==> config.mk <==
export PLATFORM = sky130hd
export DESIGN_NAME = stage_memory_flat
export DESIGN_NICKNAME = d
export VERILOG_FILES = /design/src/rtl/stage_memory_pkg.sv /design/src/rtl/stage_memory_if.sv /design/src/rtl/stage_memory_align.sv /design/src/rtl/stage_memory.sv /design/src/flat_wrapper.sv
export SDC_FILE = /design/constraint.sdc
export NUM_CORES = 1
export LEC_CHECK = 0
export CORE_MARGIN = 2
export CORE_UTILIZATION = 35
export DETAILED_ROUTE_END_ITERATION = 6
export GPL_ROUTABILITY_DRIVEN = 0
export PLACE_DENSITY_LB_ADDON = 0.05
export SYNTH_ARGS = -nofsm -noshare
export SYNTH_HDL_FRONTEND = slang
export SYNTH_SLANG_ARGS = --single-unit
==> constraint.sdc <==
create_clock -name i_Clock -period 2.2 [get_ports i_Clock]
set_clock_uncertainty 0.15 [all_clocks]
set_input_delay 0.22 -clock i_Clock [delete_from_list [all_inputs] [get_ports i_Clock]]
set_output_delay 0.22 -clock i_Clock [all_outputs]
set_load 0.02 [all_outputs]
==> src/rtl/stage_memory_pkg.sv <==
// Shared types for the MEM stage: pipeline control bundles, access sizes, FSM states.
package stage_memory_pkg;

  typedef struct packed {
    logic       MemRead;
    logic       MemWrite;
    logic [1:0] MemSize;
    logic       MemSignExtend;
  } MEM_Control_t;

  typedef struct packed {
    logic RegWrite;
    logic MemToReg;
  } WB_Control_t;

  typedef struct packed {
    logic [4:0] rs1;
    logic [4:0] rs2;
    logic [4:0] rd;
  } RegisterIDs_t;

  localparam logic [1:0] MEMSIZE_B = 2'd0;
  localparam logic [1:0] MEMSIZE_H = 2'd1;
  localparam logic [1:0] MEMSIZE_W = 2'd2;

  typedef enum logic [1:0] {
    MEMSTATE_IDLE,
    MEMSTATE_REQ,
    MEMSTATE_WAIT_RD
  } mem_state_e;

endpackage

==> src/rtl/stage_memory_if.sv <==
// Data bus between the MEM stage (master) and the data memory (slave).
interface stage_memory_if;
  logic        Valid;
  logic        Write;
  logic [31:0] Addr;
  logic [31:0] WData;
  logic [3:0]  ByteEnable;
  logic        Ready;
  logic        RValid;
  logic [31:0] RData;

  modport master (output Valid, Write, Addr, WData, ByteEnable,
                  input  Ready, RValid, RData);
  modport slave  (input  Valid, Write, Addr, WData, ByteEnable,
                  output Ready, RValid, RData);
endinterface

==> src/rtl/stage_memory_align.sv <==
// Combinational lane steering: store data replication / byte enables and
// load data extraction with sign or zero extension.
module mem_align
  import stage_memory_pkg::*;
(
  input  logic [1:0]  size_i,
  input  logic        sext_i,
  input  logic [1:0]  addr_lo_i,
  input  logic [31:0] store_data_i,
  input  logic [31:0] rdata_i,
  output logic [31:0] wdata_o,
  output logic [3:0]  be_o,
  output logic [31:0] load_data_o
);

  logic [31:0] byte_shift;
  logic [15:0] half_sel;

  always_comb begin
    byte_shift  = rdata_i >> {addr_lo_i, 3'b000};
    half_sel    = addr_lo_i[1] ? rdata_i[31:16] : rdata_i[15:0];
    wdata_o     = store_data_i;
    be_o        = 4'b1111;
    load_data_o = rdata_i;
    case (size_i)
      MEMSIZE_B: begin
        wdata_o     = {4{store_data_i[7:0]}};
        be_o        = 4'b0001 << addr_lo_i;
        load_data_o = {{24{sext_i & byte_shift[7]}}, byte_shift[7:0]};
      end
      // Halfwords steer on a[1] only; a[0] never moves the lane.
      MEMSIZE_H: begin
        wdata_o     = {2{store_data_i[15:0]}};
        be_o        = addr_lo_i[1] ? 4'b1100 : 4'b0011;
        load_data_o = {{16{sext_i & half_sel[15]}}, half_sel};
      end
      default: ;
    endcase
  end

endmodule

==> src/rtl/stage_memory.sv <==
// MEM stage of the RV32I pipeline: data bus FSM, stall generation, MEM/WB register.
// Optional MEM_MISALIGN_TRAP_EN: misaligned H/W accesses skip the bus and pulse o_MisalignFault.
module stage_memory
  import stage_memory_pkg::*;
#(
  parameter int DBUS_TIMEOUT = 255
) (
  input  logic          i_Clock,
  input  logic          i_Reset,
  input  MEM_Control_t  i_MEM_Control,
  input  WB_Control_t   i_WB_Control,
  input  RegisterIDs_t  i_RegisterIDs,
  input  logic [31:0]   i_AluOutput,
  input  logic [31:0]   i_rs2Value,
  stage_memory_if.master dbus,
  output WB_Control_t   o_WB_Control,
  output RegisterIDs_t  o_RegisterIDs,
  output logic [31:0]   o_AluOutput,
  output logic [31:0]   o_MemData,
  output logic          o_Stall,
  output logic          o_BusError
`ifdef MEM_MISALIGN_TRAP_EN
  ,
  output logic          o_MisalignFault
`endif
);

  localparam int CNT_W = $clog2(DBUS_TIMEOUT + 1);
  localparam logic [CNT_W-1:0] TO_LAST = CNT_W'(DBUS_TIMEOUT - 1);

  mem_state_e       state_q, state_d;
  logic [CNT_W-1:0] cnt_q, cnt_d;
  WB_Control_t      wb_q, wb_d;
  RegisterIDs_t     ids_q, ids_d;
  logic [31:0]      alu_q, alu_d, mdata_q, mdata_d;
  logic             berr_q;
  logic             req, stall, done, timeout;
  logic             mem_op, is_store, is_load, misalign;
  logic [31:0]      wdata, load_data;
  logic [3:0]       be;

  // Read+write together is a store.
  assign mem_op   = i_MEM_Control.MemRead | i_MEM_Control.MemWrite;
  assign is_store = i_MEM_Control.MemWrite;
  assign is_load  = i_MEM_Control.MemRead & ~i_MEM_Control.MemWrite;

`ifdef MEM_MISALIGN_TRAP_EN
  assign misalign = mem_op &
                    (((i_MEM_Control.MemSize == MEMSIZE_H) & i_AluOutput[0]) |
                     ((i_MEM_Control.MemSize == MEMSIZE_W) & (i_AluOutput[1:0] != 2'b00)));
`else
  assign misalign = 1'b0;
`endif

  mem_align u_align (
    .size_i       (i_MEM_Control.MemSize),
    .sext_i       (i_MEM_Control.MemSignExtend),
    .addr_lo_i    (i_AluOutput[1:0]),
    .store_data_i (i_rs2Value),
    .rdata_i      (dbus.RData),
    .wdata_o      (wdata),
    .be_o         (be),
    .load_data_o  (load_data)
  );

  always_comb begin
    state_d = state_q;
    cnt_d   = cnt_q;
    req     = 1'b0;
    stall   = 1'b0;
    done    = 1'b0;
    timeout = 1'b0;
    case (state_q)
      MEMSTATE_IDLE: begin
        if (mem_op && !misalign) begin
          req = 1'b1;
          if (is_store && dbus.Ready) begin
            done = 1'b1;
          end else begin
            stall   = 1'b1;
            cnt_d   = '0;
            state_d = (!is_store && dbus.Ready) ? MEMSTATE_WAIT_RD : MEMSTATE_REQ;
          end
        end else begin
          done = 1'b1;
        end
      end
      // Acceptance wins over a timeout landing in the same cycle.
      MEMSTATE_REQ: begin
        req   = 1'b1;
        cnt_d = cnt_q + 1'b1;
        if (dbus.Ready) begin
          if (is_store) begin
            done    = 1'b1;
            state_d = MEMSTATE_IDLE;
          end else begin
            stall   = 1'b1;
            cnt_d   = '0;
            state_d = MEMSTATE_WAIT_RD;
          end
        end else if (cnt_q == TO_LAST) begin
          timeout = 1'b1;
          done    = 1'b1;
          state_d = MEMSTATE_IDLE;
        end else begin
          stall = 1'b1;
        end
      end
      MEMSTATE_WAIT_RD: begin
        cnt_d = cnt_q + 1'b1;
        if (dbus.RValid) begin
          done    = 1'b1;
          state_d = MEMSTATE_IDLE;
        end else if (cnt_q == TO_LAST) begin
          timeout = 1'b1;
          done    = 1'b1;
          state_d = MEMSTATE_IDLE;
        end else begin
          stall = 1'b1;
        end
      end
      default: state_d = MEMSTATE_IDLE;
    endcase

    // Stall cycles emit a bubble; everything else holds until completion.
    wb_d          = wb_q;
    wb_d.RegWrite = 1'b0;
    ids_d         = ids_q;
    alu_d         = alu_q;
    mdata_d       = mdata_q;
    if (done) begin
      wb_d          = i_WB_Control;
      wb_d.RegWrite = i_WB_Control.RegWrite & ~misalign;
      ids_d         = i_RegisterIDs;
      alu_d         = i_AluOutput;
      mdata_d       = (is_load && !timeout && !misalign) ? load_data : 32'd0;
    end
  end

  always_ff @(posedge i_Clock) begin
    if (i_Reset) begin
      state_q <= MEMSTATE_IDLE;
      cnt_q   <= '0;
      wb_q    <= '0;
      alu_q   <= '0;
      mdata_q <= '0;
      berr_q  <= 1'b0;
    end else begin
      state_q <= state_d;
      cnt_q   <= cnt_d;
      wb_q    <= wb_d;
      alu_q   <= alu_d;
      mdata_q <= mdata_d;
      berr_q  <= timeout;
    end
  end

  always_ff @(posedge i_Clock) begin
    ids_q <= ids_d;
  end

`ifdef MEM_MISALIGN_TRAP_EN
  logic fault_q;
  always_ff @(posedge i_Clock) begin
    if (i_Reset) fault_q <= 1'b0;
    else         fault_q <= misalign && (state_q == MEMSTATE_IDLE);
  end
  assign o_MisalignFault = fault_q;
`endif

  assign dbus.Valid      = req & ~i_Reset;
  assign dbus.Write      = is_store;
  assign dbus.Addr       = {i_AluOutput[31:2], 2'b00};
  assign dbus.WData      = wdata;
  assign dbus.ByteEnable = be;

  assign o_Stall       = stall;
  assign o_BusError    = berr_q;
  assign o_WB_Control  = wb_q;
  assign o_RegisterIDs = ids_q;
  assign o_AluOutput   = alu_q;
  assign o_MemData     = mdata_q;

endmodule

==> src/flat_wrapper.sv <==
// flat-port wrapper written by rule: the top's interface ports become plain ports
module stage_memory_flat import stage_memory_pkg::*;
#(
  parameter int DBUS_TIMEOUT = 255
)
  (i_Clock, i_Reset, i_MEM_Control, i_WB_Control, i_RegisterIDs, i_AluOutput, i_rs2Value, o_WB_Control, o_RegisterIDs, o_AluOutput, o_MemData, o_Stall, o_BusError, dbus_Valid, dbus_Write, dbus_Addr, dbus_WData, dbus_ByteEnable, dbus_Ready, dbus_RValid, dbus_RData);
  stage_memory_if dbus_i ();
  input  logic i_Clock;
  input  logic i_Reset;
  input  MEM_Control_t i_MEM_Control;
  input  WB_Control_t i_WB_Control;
  input  RegisterIDs_t i_RegisterIDs;
  input  logic [31:0] i_AluOutput;
  input  logic [31:0] i_rs2Value;
  output WB_Control_t o_WB_Control;
  output RegisterIDs_t o_RegisterIDs;
  output logic [31:0] o_AluOutput;
  output logic [31:0] o_MemData;
  output logic o_Stall;
  output logic o_BusError;
  output wire logic [$bits(dbus_i.Valid)-1:0] dbus_Valid;
  output wire logic [$bits(dbus_i.Write)-1:0] dbus_Write;
  output wire logic [$bits(dbus_i.Addr)-1:0] dbus_Addr;
  output wire logic [$bits(dbus_i.WData)-1:0] dbus_WData;
  output wire logic [$bits(dbus_i.ByteEnable)-1:0] dbus_ByteEnable;
  input wire logic [$bits(dbus_i.Ready)-1:0] dbus_Ready;
  input wire logic [$bits(dbus_i.RValid)-1:0] dbus_RValid;
  input wire logic [$bits(dbus_i.RData)-1:0] dbus_RData;
  assign dbus_Valid = dbus_i.Valid;
  assign dbus_Write = dbus_i.Write;
  assign dbus_Addr = dbus_i.Addr;
  assign dbus_WData = dbus_i.WData;
  assign dbus_ByteEnable = dbus_i.ByteEnable;
  assign dbus_i.Ready = dbus_Ready;
  assign dbus_i.RValid = dbus_RValid;
  assign dbus_i.RData = dbus_RData;
  stage_memory #(.DBUS_TIMEOUT(DBUS_TIMEOUT)) u_core (.i_Clock(i_Clock), .i_Reset(i_Reset), .i_MEM_Control(i_MEM_Control), .i_WB_Control(i_WB_Control), .i_RegisterIDs(i_RegisterIDs), .i_AluOutput(i_AluOutput), .i_rs2Value(i_rs2Value), .dbus(dbus_i), .o_WB_Control(o_WB_Control), .o_RegisterIDs(o_RegisterIDs), .o_AluOutput(o_AluOutput), .o_MemData(o_MemData), .o_Stall(o_Stall), .o_BusError(o_BusError));
endmodule
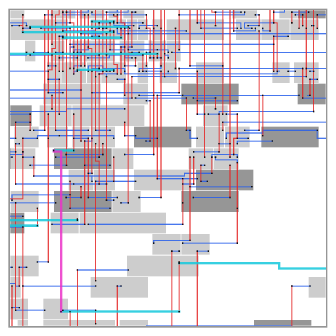
**Above:** run 1 (a small window of the routed layout).
Window x 40 to 80, y 40 to 80 um. Cells in gray, sequential cells in the stronger gray; small squares are vias.
| layer | color |
|---|---|
| met1 | blue |
| met4 | magenta |
| met2 | red |
| met3 | cyan |
cells with their middle in the window: 61
sequential cells in the window: 7
most frequent: o2bb2ai_1 (8), clkdlybuf4s50_1 (7), dfxtp_1 (7)
netlist names of flops here include: `u_core.o_MemData` (7)

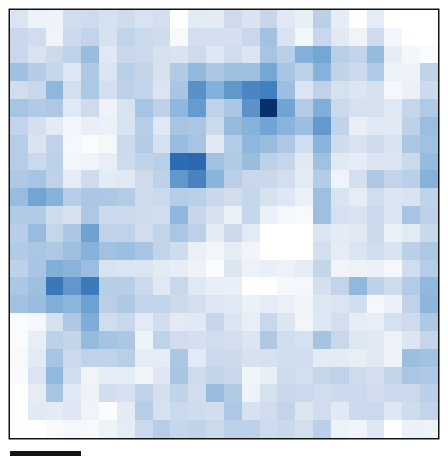
**Above:** run 1 (wiring heat map).
The bar under the picture is 20 um long. The die is cut into 24 by 24 equal tiles; white is low, dark blue is high, scaled to the fullest tile. Values are wire area over tile area, all layers added.
nearly empty tiles: 3.8%
fullest tile: 0.73
mean over tiles: 0.17
tiles over half the peak: 3.8%
Vias: 4560
Total GRT Usage: 20.0%
drt wl/cell: 16.6 um
WL final: 15200 um

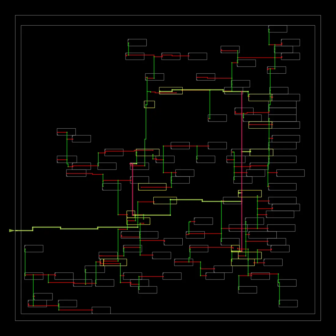
**Above:** run 1 (the clock network).
number of clock sinks: 92
# clk buffers: 11
Num CTS Buffers: 9

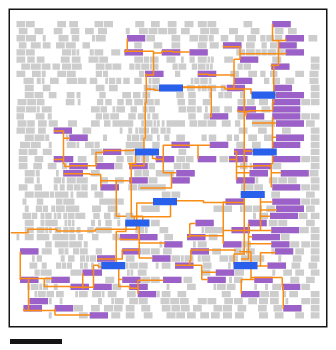
**Above:** run 1 (routed clock nets over the placement).
The bar under the picture is 20 um long.
[flip-flops] purple | count: 92
[clock wires] orange | length: 1210 um
[cells driving clock nets] blue | count: 9
routed clock nets: 10
flops lie: spread over the die
Clock Latency Late Sink: 0.34 ns
clock power share: 33.8%
P_clk: 1.72 mW

==> results.yml, run 1 <==
# physical design summary
synth:
  yosys_most_used_dff: "dfxtp_1"
  yosysUniqueCellTypes: 55
  synthXorXnorAreaFrac_pct: 0.914
  syn_area_per_cell_sq_um: 10.0
  yosys_warnings: 0
  syn-instance-count: 478
  ys_top_cells_by_count: "dfxtp_1, nor2_1, mux2i_1, buf_4, nand2_1"
  edf_count: 15
  ys_top_cells_by_area: "dfxtp_1, edfxtp_1, mux2i_1, buf_4, a22o_1"
  adder_share_pct: 1.83
  most_common_cell: "dfxtp_1"
  async_flop_share_pct: 0
  yosys.area_share.simple_pct: 14.2
  synth.logic.top_family: "AND-OR/OR-AND gates"
  top_cell_area_share_pct: 32.2
  synth.cell_area_sq_um: 4790
power_and_ir_drop:
  pwr-share-comb_pct: 29.1
  finalPower_mw: 5.08
  powerSeq_mw: 1.88
  p_per_area_nw_per_um2: 638
  power.internal_mw: 3.63
  p_comb_mw: 1.48
  power_leakage_nw: 3.19
  p_sw_mw: 1.45
sta:
  setup_viol: 0
  relSlewSlack_pct: 60.0
  slew_violations: 0
  hold_violations: 0
  fin_crit_sh_pct: 96.3
  hold_slack_ns: 0.0208
  fin_ws_ns: 0.0819
  worst_pin_slew_ns: 0.600
finish:
  seq-cell-share_pct: 25.1
  fillers: 1153
  drive_above_1_share_pct: 13.7
  inverters: 9
  utilization_pct: 59.9
  largest_class: "buffers"
  ff_latch_area_sq_um: 2000
  comb-cell-share_pct: 29.1
  area_growth_pct: 66.2
  fin_cells: 915
  logic_gate_count: 309
  clk_share_pct: 4.24
  buffer_area_share_pct: 38.4
  fin_nets: 863
critical_path:
  crit_family: "AND-OR/OR-AND gates"
  slowest_stage: "dfxtp_2"
  crit_buf_inv: 3
  cpPeakStageDelay_ns: 0.35
global_route:
  grt_max_degree: 37
  grt_use_met3_pct: 5.97
  busiest_layer: "met2"
  antenna_found_initial: 0
  gr-usage-met2_pct: 36.4
  grtUsageMet1_pct: 22.8
  grt_pass1_vias: 4472
  grt_remaining_overflow: 0
clock_network:
  clk_pin_slew_ns: 0.07
  cts.htree.levels: 3
  cts_buffer_depth: 2
  post_cts_resize_count: 25
  root_buffer: "clkbuf_16"
  ctsHoldBuffers: 0
routing:
  dr.pass1.iters: 4
  post-route-drc-count: 0
  wl_met2_um: 7840
  met1_length_um: 5860
  drtIter0Drc: 267
  vias_per_cell: 4.98
  dr.max_layer_used: "met4"
die:
  num_tap_cells: 176
  fp.dieH_um: 121
  fp.dieW_um: 121
  chipArea_sq_um: 14600
  fp-row-count: 42
  coreArea_sq_um: 13300
run:
  tool_warnings: 31
  drv_cap: 0
outcome:
  run_status: "finished clean"
worst_hold_path:
  min_path_type: "input port to flip-flop"
  hold_depth: 2
placed_design:
  port_buffers: 272
  dp.cells: 897
  place_area_sq_um: 7590
## run 1: layout by cell type, fill, tap and decap left out, types with 9 or more instances in the layout
cell             netlist  layout
nand2b_1              28      28
o2bb2ai_1              9       9
o21ai_0               14      14
dlygate4sd2_1          0      16
nand2_1               30      30
edfxtp_1              15      15
clkdlybuf4s50_1        0     251
nor2_1                45      45
mux2_2                17      17
clkbuf_16              0      11
dfxtp_1               77      74
mux2i_1               43      43
a22o_1                24      24
buf_4                 41      36
## run 1: final timing paths
path | to
setup / recovery | u_core.o_MemData[18]
hold / removal | u_core.state_q[0]
setup reg to reg | u_core.o_MemData[18]
hold reg to reg | u_core.o_MemData[15]
==> run 2, diff against run 1 <==
--- a/config.mk
+++ b/config.mk
@@ -5,9 +5,10 @@
 export SDC_FILE = /design/constraint.sdc
 export NUM_CORES = 1
 export LEC_CHECK = 0
-export CORE_MARGIN = 2
-export CORE_UTILIZATION = 35
+export CORE_AREA = 2 2 107 109
 export DETAILED_ROUTE_END_ITERATION = 6
+export DIE_AREA = 0 0 109 111
+export DONT_BUFFER_PORTS = 1
 export GPL_ROUTABILITY_DRIVEN = 0
 export PLACE_DENSITY_LB_ADDON = 0.05
 export SYNTH_ARGS = -nofsm -noshare
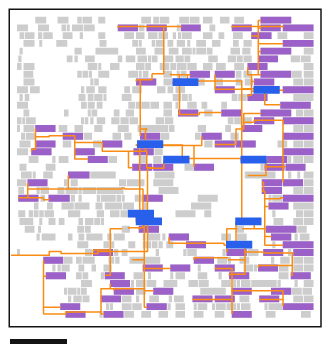
**Above:** run 2 (routed clock nets over the placement).
The bar under the picture is 20 um long.
[cells driving clock nets] blue | count: 9
[clock wires] orange | length: 1140 um
[flip-flops] purple | count: 92
routed clock nets: 10

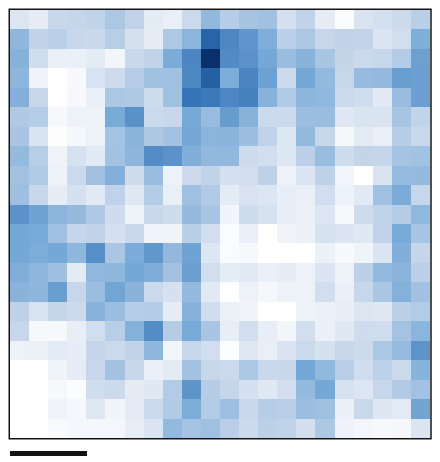
**Above:** run 2 (wiring heat map).
The bar under the picture is 20 um long. The die is cut into 22 by 22 equal tiles; white is low, dark blue is high, scaled to the fullest tile. Values are wire area over tile area, all layers added.
tiles over half the peak: 9.5%
nearly empty tiles: 4.3%
fullest tile: 0.69

==> run 2 against run 1 <==
Net effect:
- total power down 7.9%
- sequential power is 9% higher
- global-route usage is 1.0 points higher
- critical path depth stayed put
- die area down 17%
- synthesized area did not move
- maximum frequency fell by 3.3%
==> results.yml, run 2 <==
# physical design summary
power_and_ir_drop:
  power_leakage_nw: 2.43
  p_comb_mw: 0.856
  power.internal_mw: 3.40
  pwr-share-comb_pct: 18.3
  finalPower_mw: 4.68
  p_per_area_nw_per_um2: 772
  clock_power_share_pct: 38.0
  p_sw_mw: 1.28
critical_path:
  crit_path_end: "u_core.o_AluOutput[2]"
  cpPeakStageDelay_ns: 0.39
  crit_buf_inv: 3
  slowest_stage: "o31a_4"
  crit_family: "AND-OR/OR-AND gates"
  startpoint: "u_core.state_q[1]"
  crit-reg2reg-capture: "u_core.o_AluOutput[2]"
routing:
  wirelength_um: 13800
  dr.pass1.iters: 4
  met1_length_um: 5510
  vias_per_cell: 5.62
  drtIter0Drc: 234
  vias: 3828
synth:
  yosys_area_sq_um: 4790
  async_flop_share_pct: 0
  edf_count: 15
  synth.logic.top_family: "AND-OR/OR-AND gates"
  synthXorXnorAreaFrac_pct: 0.914
  yosys_warnings: 0
  adder_share_pct: 1.83
  yosysUniqueCellTypes: 55
  syn_area_per_cell_sq_um: 10.0
  top_cell_area_share_pct: 32.2
  yosys.area_share.simple_pct: 14.2
  synth.cell_area_sq_um: 4790
  ys_top_cells_by_count: "dfxtp_1, nor2_1, mux2i_1, buf_4, nand2_1"
finish:
  utilization_pct: 54.7
  layout_top_cell: "dlygate4sd3_1"
  fillers: 959
  area_growth_pct: 26.5
  fin_nets: 661
  drive_above_1_share_pct: 16.2
clock_network:
  cts_buffer_depth: 2
  clk_pin_slew_ns: 0.07
  cts.sink_count: 92
  cts_made_buffers: 9
  insertion_delay_ns: 0.33
  root_buffer: "clkbuf_16"
placed_design:
  dp.cells: 572
  port_buffers: 0
  place_area_sq_um: 4670
die:
  coreArea_sq_um: 11100
  fp-row-count: 39
  fp.dieH_um: 111
  chipArea_sq_um: 12100
  fp.dieW_um: 109
sta:
  hold_slack_ns: 0.00774
  relSlewSlack_pct: 24.2
  worst_pin_slew_ns: 1.13
  hold_violations: 0
  setup_viol: 0
  fin_ws_ns: 0.00929
  fin_crit_sh_pct: 99.6
global_route:
  grt_use_met3_pct: 6.23
  gr-usage-met2_pct: 36.3
  antenna_found_initial: 1
  grt_pass1_vias: 3663
  track_usage_pct: 21.0
  grt_max_degree: 39
  busiest_layer: "met2"
run:
  drv_cap: 0
  tool_warnings: 31
worst_hold_path:
  hold_end: "u_core.state_q[1]"
  min_path_type: "input port to flip-flop"
  hold_depth: 2
outcome:
  run_status: "finished clean"
==> run 2: final cells by class <==
class | instances | area, sq um | area share, %
flip-flops and latches | 92 | 1990 | 32.9
diodes | 1 | 2.50 | 0.0413
clock inverters | 7 | 120 | 1.98
multi-input cells | 309 | 2340 | 38.6
repair buffers | 111 | 1160 | 19.2
clock buffers | 9 | 225 | 3.72
inverters | 9 | 35.0 | 0.578
well taps | 143 | 179 | 2.95
==> run 2: repair_timing <==
| item | 4_1_cts | 5_1_grt |
|---|---|---|
| buffers inserted | 0 | 6 |
| hold endpoints to repair | 85 | 1 |
| setup endpoints to repair | 0 | 66 |
| gates resized | 0 | 13 |
| hold buffers | 82 | 1 |
==> run 3, diff against run 2 <==
--- a/config.mk
+++ b/config.mk
@@ -6,6 +6,7 @@
 export NUM_CORES = 1
 export LEC_CHECK = 0
 export CORE_AREA = 2 2 107 109
+export CTS_CLUSTER_SIZE = 8
 export DETAILED_ROUTE_END_ITERATION = 6
 export DIE_AREA = 0 0 109 111
 export DONT_BUFFER_PORTS = 1
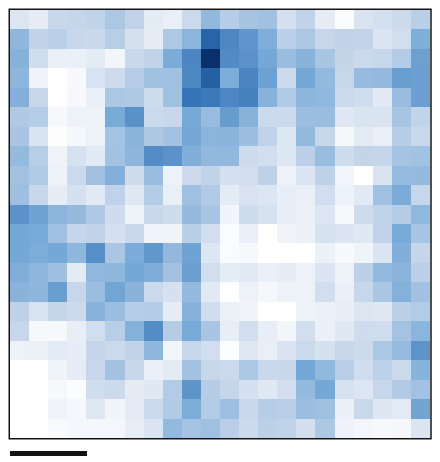
**Above:** run 3 (wiring heat map).
The bar under the picture is 20 um long. The die is cut into 22 by 22 equal tiles; white is low, dark blue is high, scaled to the fullest tile. Values are wire area over tile area, all layers added.
WL final: 13800 um
Total GRT Usage: 21.0%
drt wl/cell: 20.2 um
Vias: 3828

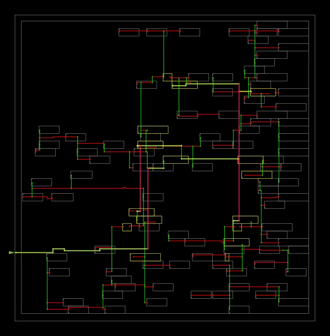
**Above:** run 3 (the clock network).
Seq Cell Count: 92
# clk buffers: 9
Clock Latency Late Sink: 0.33 ns
P_clk: 1.78 mW

==> run 3 against run 2 <==
Net effect:
- total power did not move
- synthesized cell count did not move
- critical path depth did not move
==> results.yml, run 3 <==
# physical design summary
critical_path:
  crit-reg2reg-capture: "u_core.o_AluOutput[2]"
  crit_path_end: "u_core.o_AluOutput[2]"
  end_kind: "flip-flop"
  startpoint: "u_core.state_q[1]"
finish:
  drive_above_1_share_pct: 16.2
  seq-cell-share_pct: 32.9
  diodes: 1
  inverters: 9
  fin_nets: 661
  comb-cell-share_pct: 38.6
  area_growth_pct: 26.5
  ff_latch_area_sq_um: 1990
  mi_logic_area_sq_um: 2340
  utilization_pct: 54.7
  clk_share_pct: 5.70
  layout_top_cell: "dlygate4sd3_1"
  logic_gate_count: 309
  buffer_area_share_pct: 19.2
  fillers: 959
global_route:
  grt_max_degree: 39
  antenna_found_initial: 1
  grt_remaining_overflow: 0
synth:
  ys_top_cells_by_count: "dfxtp_1, nor2_1, mux2i_1, buf_4, nand2_1"
  edf_count: 15
  yosys_warnings: 0
  synth.cell_area_sq_um: 4790
  syn-instance-count: 478
  mux_share_pct: 13.5
  top_cell_area_share_pct: 32.2
  yosysUniqueCellTypes: 55
  syn_area_per_cell_sq_um: 10.0
  ys_top_cells_by_area: "dfxtp_1, edfxtp_1, mux2i_1, buf_4, a22o_1"
  synthXorXnorAreaFrac_pct: 0.914
  adder_share_pct: 1.83
  yosys.area_share.simple_pct: 14.2
  yosysTopAreaCell: "dfxtp_1"
  async_flop_share_pct: 0
power_and_ir_drop:
  p_sw_mw: 1.28
  finalPower_mw: 4.68
  pwr-share-comb_pct: 18.3
  power.internal_mw: 3.40
  p_per_area_nw_per_um2: 772
  power_leakage_nw: 2.43
  p_comb_mw: 0.856
placed_design:
  port_buffers: 0
  dp.cells: 572
  place_area_sq_um: 4670
clock_network:
  cts.sink_count: 92
  ctsHoldBuffers: 82
  cts_made_buffers: 9
  root_buffer: "clkbuf_16"
  cts_setup_buffers: 0
  cts_buffer_depth: 2
  clk_pin_slew_ns: 0.07
die:
  coreArea_sq_um: 11100
  fp.dieW_um: 109
  fp-row-count: 39
  fp.dieH_um: 111
  num_tap_cells: 143
  chipArea_sq_um: 12100
routing:
  dr.pass1.iters: 4
  postRouteAntennaNets: 0
  drtIter0Drc: 234
  vias_per_cell: 5.62
run:
  tool_warnings: 31
worst_hold_path:
  hp-start: "i_Reset"
  hold_end: "u_core.state_q[1]"
  min_path_type: "input port to flip-flop"
  hold_depth: 2
outcome:
  run_status: "finished clean"
sta:
  fin_ws_ns: 0.00929
  hold_violations: 0
  setup_viol: 0
  fin_crit_sh_pct: 99.6
  worst_pin_slew_ns: 1.13
[run 3: cell counts after synthesis]
No cell type changed its count.
[run 3: logic make-up after synthesis]
family / Yosys count
AOI/OAI and AO/OA: 102
other: 1
xor gates and xnor gates: 5
buffers and inverters: 78
and+or+nand+nor: 132
adders and majority gates: 7
muxes: 61
DFF: 92
[run 3: critical path, stage by stage (launching register included)]
cell and delay, ns:
dfxtp_2 0.34, inv_1 0.08, ha_4 0.18, nor2b_4 0.14, o211a_4 0.25, o31a_4 0.39, buf_12 0.16, clkbuf_16 0.16
mux2i_1 0.14, nor2_1 0.07
[run 3: layer usage]
layer / vias to the layer above / track usage [%] / wire (um)
li1: 1802 / - / -
met1: 1811 / 24.7 / 5510
met2: 199 / 36.3 / 6860
met3: 16 / 6.23 / 1240
met4: 0 / 6.24 / 178
met5: - / 0 / 0
Power and IR drop assume default switching activity.
